==> run_1/final_clocks.png <==
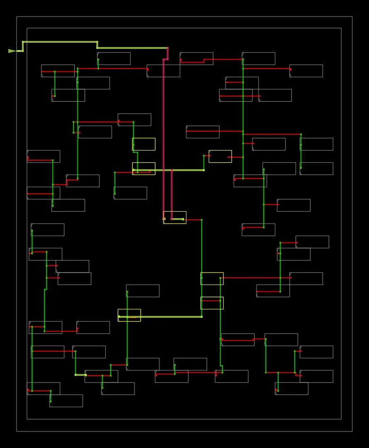
==> run_1/registers.png <==
The bar under the picture is 20 µm long. Other sequential cells in the stronger gray, the rest of the logic in the fainter gray.
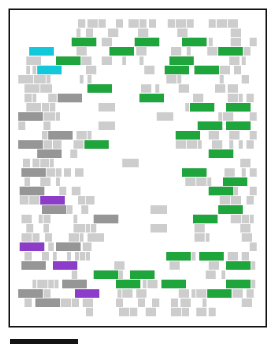
==> run_1/drive_strength.png <==
The bar under the picture is 20 µm long.
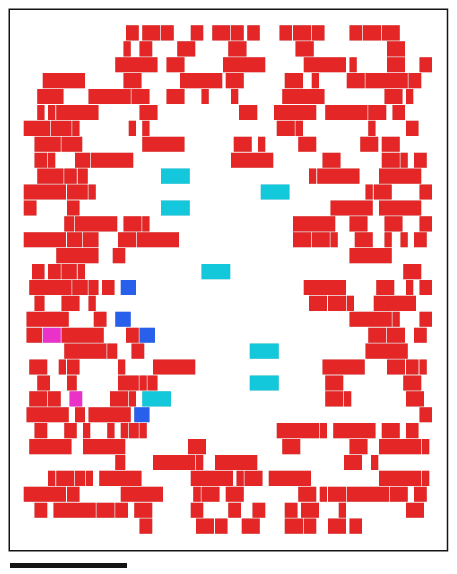
==> config.mk <==
export PLATFORM = sky130hd
export DESIGN_NAME = intr_ctrl
export DESIGN_NICKNAME = d
export VERILOG_FILES = /design/src/rtl/intr_ctrl.sv
export SDC_FILE = /design/constraint.sdc
export NUM_CORES = 1
export LEC_CHECK = 0
export ABC_AREA = 0
export CORE_ASPECT_RATIO = 1.25
export CORE_MARGIN = 2
export CORE_UTILIZATION = 40
export DETAILED_ROUTE_END_ITERATION = 8
export DONT_BUFFER_PORTS = 1
export GPL_ROUTABILITY_DRIVEN = 0
export PLACE_DENSITY = 0.58
export RECOVER_POWER = 50
export REMOVE_ABC_BUFFERS = 1
export SLEW_MARGIN = 15
export SYNTH_ARGS = -nofsm -noshare
export SYNTH_HDL_FRONTEND = slang
export SYNTH_SLANG_ARGS = --single-unit
==> constraint.sdc <==
create_clock -name clk -period 3.55 [get_ports clk]
set_input_delay 0.71 -clock clk [delete_from_list [all_inputs] [get_ports clk]]
set_output_delay 0.71 -clock clk [all_outputs]
set_load 0.02 [all_outputs]
==> flow_metrics.env, run 1 <==
# flow metrics
export IMPL_viasPerCell=6.46
export IMPL_worst_path_stages=5
export IMPL_layout_cells_non_filler=346
export IMPL_chip_area_mm2=0.00689
export IMPL_finalHoldViolations=0
export IMPL_netlist_instances=275
export IMPL_antenna_found_initial=0
export IMPL_totalWireLength_um=7420
export IMPL_end_kind="flop"
export IMPL_p_leak_nw=0.851
export IMPL_first_pass_iters=4
export IMPL_clkPwrFrac_pct=20.4
export IMPL_nNetsFinal=407
export IMPL_grt_overflow_total=0
export IMPL_clock_sinks=52
export IMPL_ys_sh_aoi_pct=37.0
export IMPL_drc=0
export IMPL_fp_util_pct=41.0
export IMPL_fin_skew_ps=5.71
export IMPL_core_region_area_mm2=0.00609
export IMPL_critPathKind="reg -> reg"
export IMPL_cap_violations=1
export IMPL_switchingPower_mw=0.691
export IMPL_async_flop_share_pct=0
export IMPL_top_usage_layer="met2"
export IMPL_crit_slowest_cell="clkbuf_1"
export IMPL_hold_slack_ps=470
export IMPL_dieHeight_um=92.3
export IMPL_violations="max-capacitance violations, max-slew violations"
export IMPL_ys_sh_mux_pct=0.802
export IMPL_drv_slew=37
export IMPL_synth_seq_share_pct=41.7
export IMPL_status="finished with violations"
export IMPL_synth_cell_types=32
export IMPL_top_logic_kind="AND-OR/OR-AND gates"
export IMPL_intPower_mw=1.07
Notes on final_clocks.png above:
FF+latch count: 52
clkbuf count: 7
clk_lat worst skew: 290 ps
Power Clock: 0.359 mW

Notes on registers.png above:
Green marks active_data, placed flops 32. Cyan marks r_state, placed flops 2. Purple marks mask, placed flops 4, where lower left.
Another 14 sequential cells are not colored.
utilization after layout: 42.8%
register area: 0.00104 mm²

Notes on drive_strength.png above:
Cyan marks drive 6 and up, cells 7. Blue marks drive 3 to 4, cells 4. Magenta marks drive 2, cells 2. Red marks drive 1 or less, cells 248.
fin area: 0.00260 mm²
Worst Slack Setup Final: 803 ps
nonclk buf count: 6
area grow syn2layout: 4.31%

==> run 1: cell usage after synthesis, drive strengths merged, types with 2 or more instances <==
| cell | instances | area share [%] |
|---|---|---|
| a22o | 2 | 0.70 |
| clkbuf | 21 | 3.2 |
| a211o | 4 | 1.4 |
| a221oi | 32 | 11 |
| o22ai | 32 | 8.0 |
| o32ai | 32 | 11 |
| inv | 37 | 5.6 |
| ha | 4 | 2.0 |
| buf | 6 | 2.0 |
| dfxtp | 52 | 42 |
| o31ai | 4 | 1.2 |
| nand2 | 6 | 0.90 |
| or2 | 2 | 0.50 |
| nor2b | 9 | 2.3 |
| nor2 | 4 | 0.60 |
| nand3 | 3 | 0.60 |
| a21oi | 7 | 1.4 |
| mux2i | 2 | 0.80 |
| nand2b | 7 | 1.8 |
==> run 1: per-layer routing <==
metal,vias up,wire [µm]
met1,1066,2940
met5,-,0
met2,115,3680
met4,0,70
li1,1047,-
met3,6,727
==> run 1: power groups by stage <==
stage	logic [mW]	clock network [mW]	registers, mW
after floorplan	0.391	0	0.886
after global placement	0.497	0	0.916
after detailed placement	0.509	0	0.916
after CTS	0.509	0.372	0.903
after global routing	0.554	0.396	0.916
final	0.500	0.359	0.901
==> run 1: cell type report <==
cell class / instances / area [µm²]
fillers: 633 / 3480
multi-input cells: 159 / 1180
flip-flops and latches: 52 / 1040
repair buffers: 6 / 37.5
clock buffers: 7 / 96.3
inverters: 37 / 139
well taps: 85 / 106
==> run 1: cell usage in the layout, fill, tap and decap left out, types with 6 or more instances in the layout <==
cell and count:
a21oi_1 7, a221oi_1 32, clkbuf_8 7, dfxtp_1 52, inv_1 37, nand2_1 6
nand2b_1 7, nor2b_1 9, o22ai_1 32, o32ai_1 32
==> run_1/cell_classes.png <==
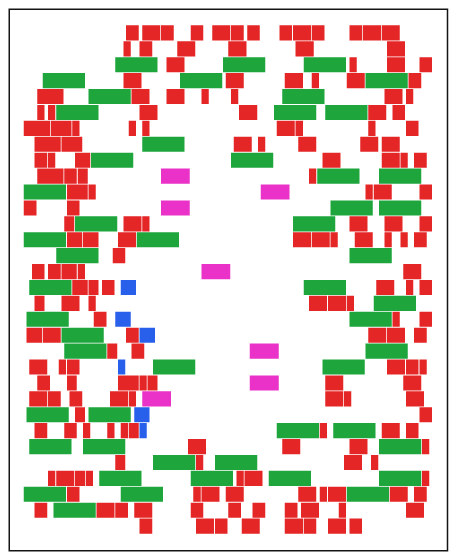

## Run 2: what changed since run 1
clock period = 2.56 ns   (was 3.55 ns; I/O delays follow)
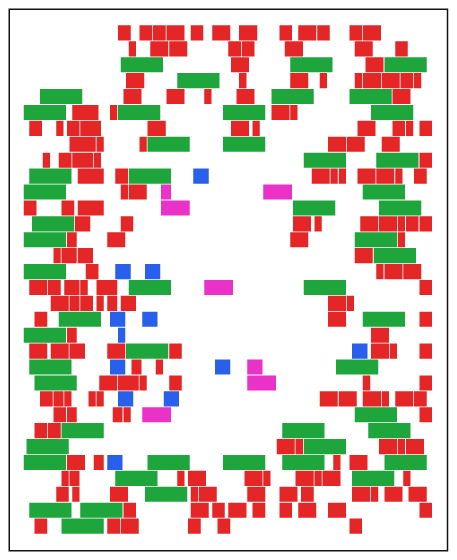
(run_2/cell_classes.png)
Green marks flip-flops, cells 52. Magenta marks clock drivers and dummy loads, cells 7. Red marks all other logic, cells 196. Blue marks other buffers and delay cells, cells 12.
Core Region: 0.00609 mm²
# rows: 32
fraction of area in registers: 39.4%
utilization after layout: 43.4%
fin area: 0.00264 mm²

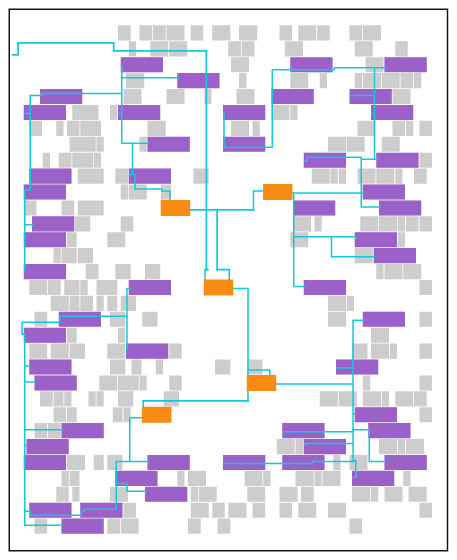
(run_2/clock_map.png)
Orange marks cells driving clock nets, count 5. Purple marks flip-flops, count 52. Cyan marks clock wires, length 638 µm.
There are 6 routed clock nets. Position of the flops: widely spread.
clock skew: 11.0 ps
clk_lat worst skew: 300 ps
Power Clock: 0.447 mW

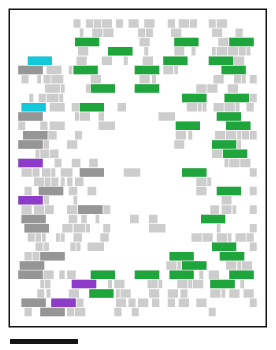
(run_2/registers.png)
The bar under the picture is 20 µm long. Other sequential cells in the stronger gray, the rest of the logic in the fainter gray.
Cyan marks r_state, placed flops 2. Purple marks mask, placed flops 4. Green marks active_data, placed flops 32.
Seq power: 1.24 mW

==> run 2 against run 1 <==
Compared with the run above: the run now ends clean; register-to-register slack lost 170 ps; global-route usage grew 0.35 points; non-clock buffer count grew 6; area after synthesis is the same; hold slack lost 200 ps; sequential share of layout area shrank 0.57 points; final cell count grew 1.7%; clock power grew 25%; critical path depth is the same; first-iteration DRC count grew 5.4%; via count grew 1.5%; synthesized cell count is the same.
==> flow_metrics.env, run 2 <==
# flow metrics
export IMPL_ff_latch_area_mm2=0.00104
export IMPL_grt_overflow_total=0
export IMPL_dieHeight_um=92.3
export IMPL_root_buffer="clkbuf_8"
export IMPL_hold_slack_ps=272
export IMPL_topCellsByArea="dfxtp_1 (42%), a221oi_1 (11%), o32ai_1 (11%)"
export IMPL_status="complete, no violations"
export IMPL_top_cells_by_count="dfxtp_1 (52), inv_1 (37), a221oi_1 (32), o22ai_1 (32), o32ai_1 (32)"
export IMPL_top_area_cell="dfxtp_1"
export IMPL_fp_util_pct=41.0
export IMPL_clock_sinks=52
export IMPL_yosysMostFrequentCell="dfxtp_1"
export IMPL_finalHoldViolations=0
export IMPL_layout_top_cells="dfxtp_1 (52), inv_1 (37), a221oi_1 (32), o22ai_1 (32), o32ai_1 (32)"
export IMPL_lay_top_count="dfxtp_1"
export IMPL_cts_repair_resized=0
export IMPL_netlist_instances=275
export IMPL_syn_to_final_growth_pct=5.81
export IMPL_end_kind="flop"
export IMPL_tns_ps=0
export IMPL_totalWireLength_um=7540
export IMPL_critPathKind="reg -> reg"
export IMPL_cap_violations=0
export IMPL_synth_seq_share_pct=41.7
export IMPL_ys_sh_aoi_pct=37.0
export IMPL_combGateArea_mm2=0.00119
export IMPL_fillers=600
export IMPL_async_flop_share_pct=0
export IMPL_setup_ws_ps=634
export IMPL_antenna_found_initial=0
export IMPL_viasPerCell=6.44
export IMPL_p_leak_nw=0.872
export IMPL_ys_sh_mux_pct=0.802
export IMPL_cp_arrival_ps=2130
export IMPL_yosys_area_top_type_share_pct=41.7
export IMPL_drc=0
export IMPL_chip_area_mm2=0.00689
export IMPL_worst_path_stages=5
export IMPL_crit_slowest_cell="dfxtp_1"
==> run 2: per-stage QoR <==
step                area [µm²]  utilization [%]  std cells
floorplan                 2370                -        248
global placement          2560             42.1        345
detailed placement        2560             42.1        345
CTS                       2650             43.5        352
global route              2640             43.4        352
finish                    2640             43.4        352
==> run 2: cells by family after synthesis <==
logic type	count (synthesis)
muxes	2
buffers and inverters	64
and+or+nand+nor	35
AOI/OAI and AO/OA	118
adders and majority gates	4
DFF	52
==> run 2: area by class of cell <==
cell class              instances  area share [%]
well taps                      85            4.03
inverters                      37            5.26
repair buffers                 12            3.27
clock inverters                 2           0.474
clock buffers                   5            2.61
multi-input cells             159            45.0
flip-flops and latches         52            39.4
==> run 2: report_power, final <==
part	leakage, nW	internal, mW	switching (mW)
Sequential	0.427	0.964	0.279
Clock	0.0400	0.186	0.261
Combinational	0.405	0.296	0.432
==> run 2: routing by layer <==
metal	track usage, %	share of wire, %	vias up
li1	-	-	1057
met1	22.5	37	1062
met2	35.8	50	140
met3	7.83	11	8
met4	6.40	1.2	0
met5	0	0	-
Power figures rest on the tool's default switching activity, not on a simulated workload.
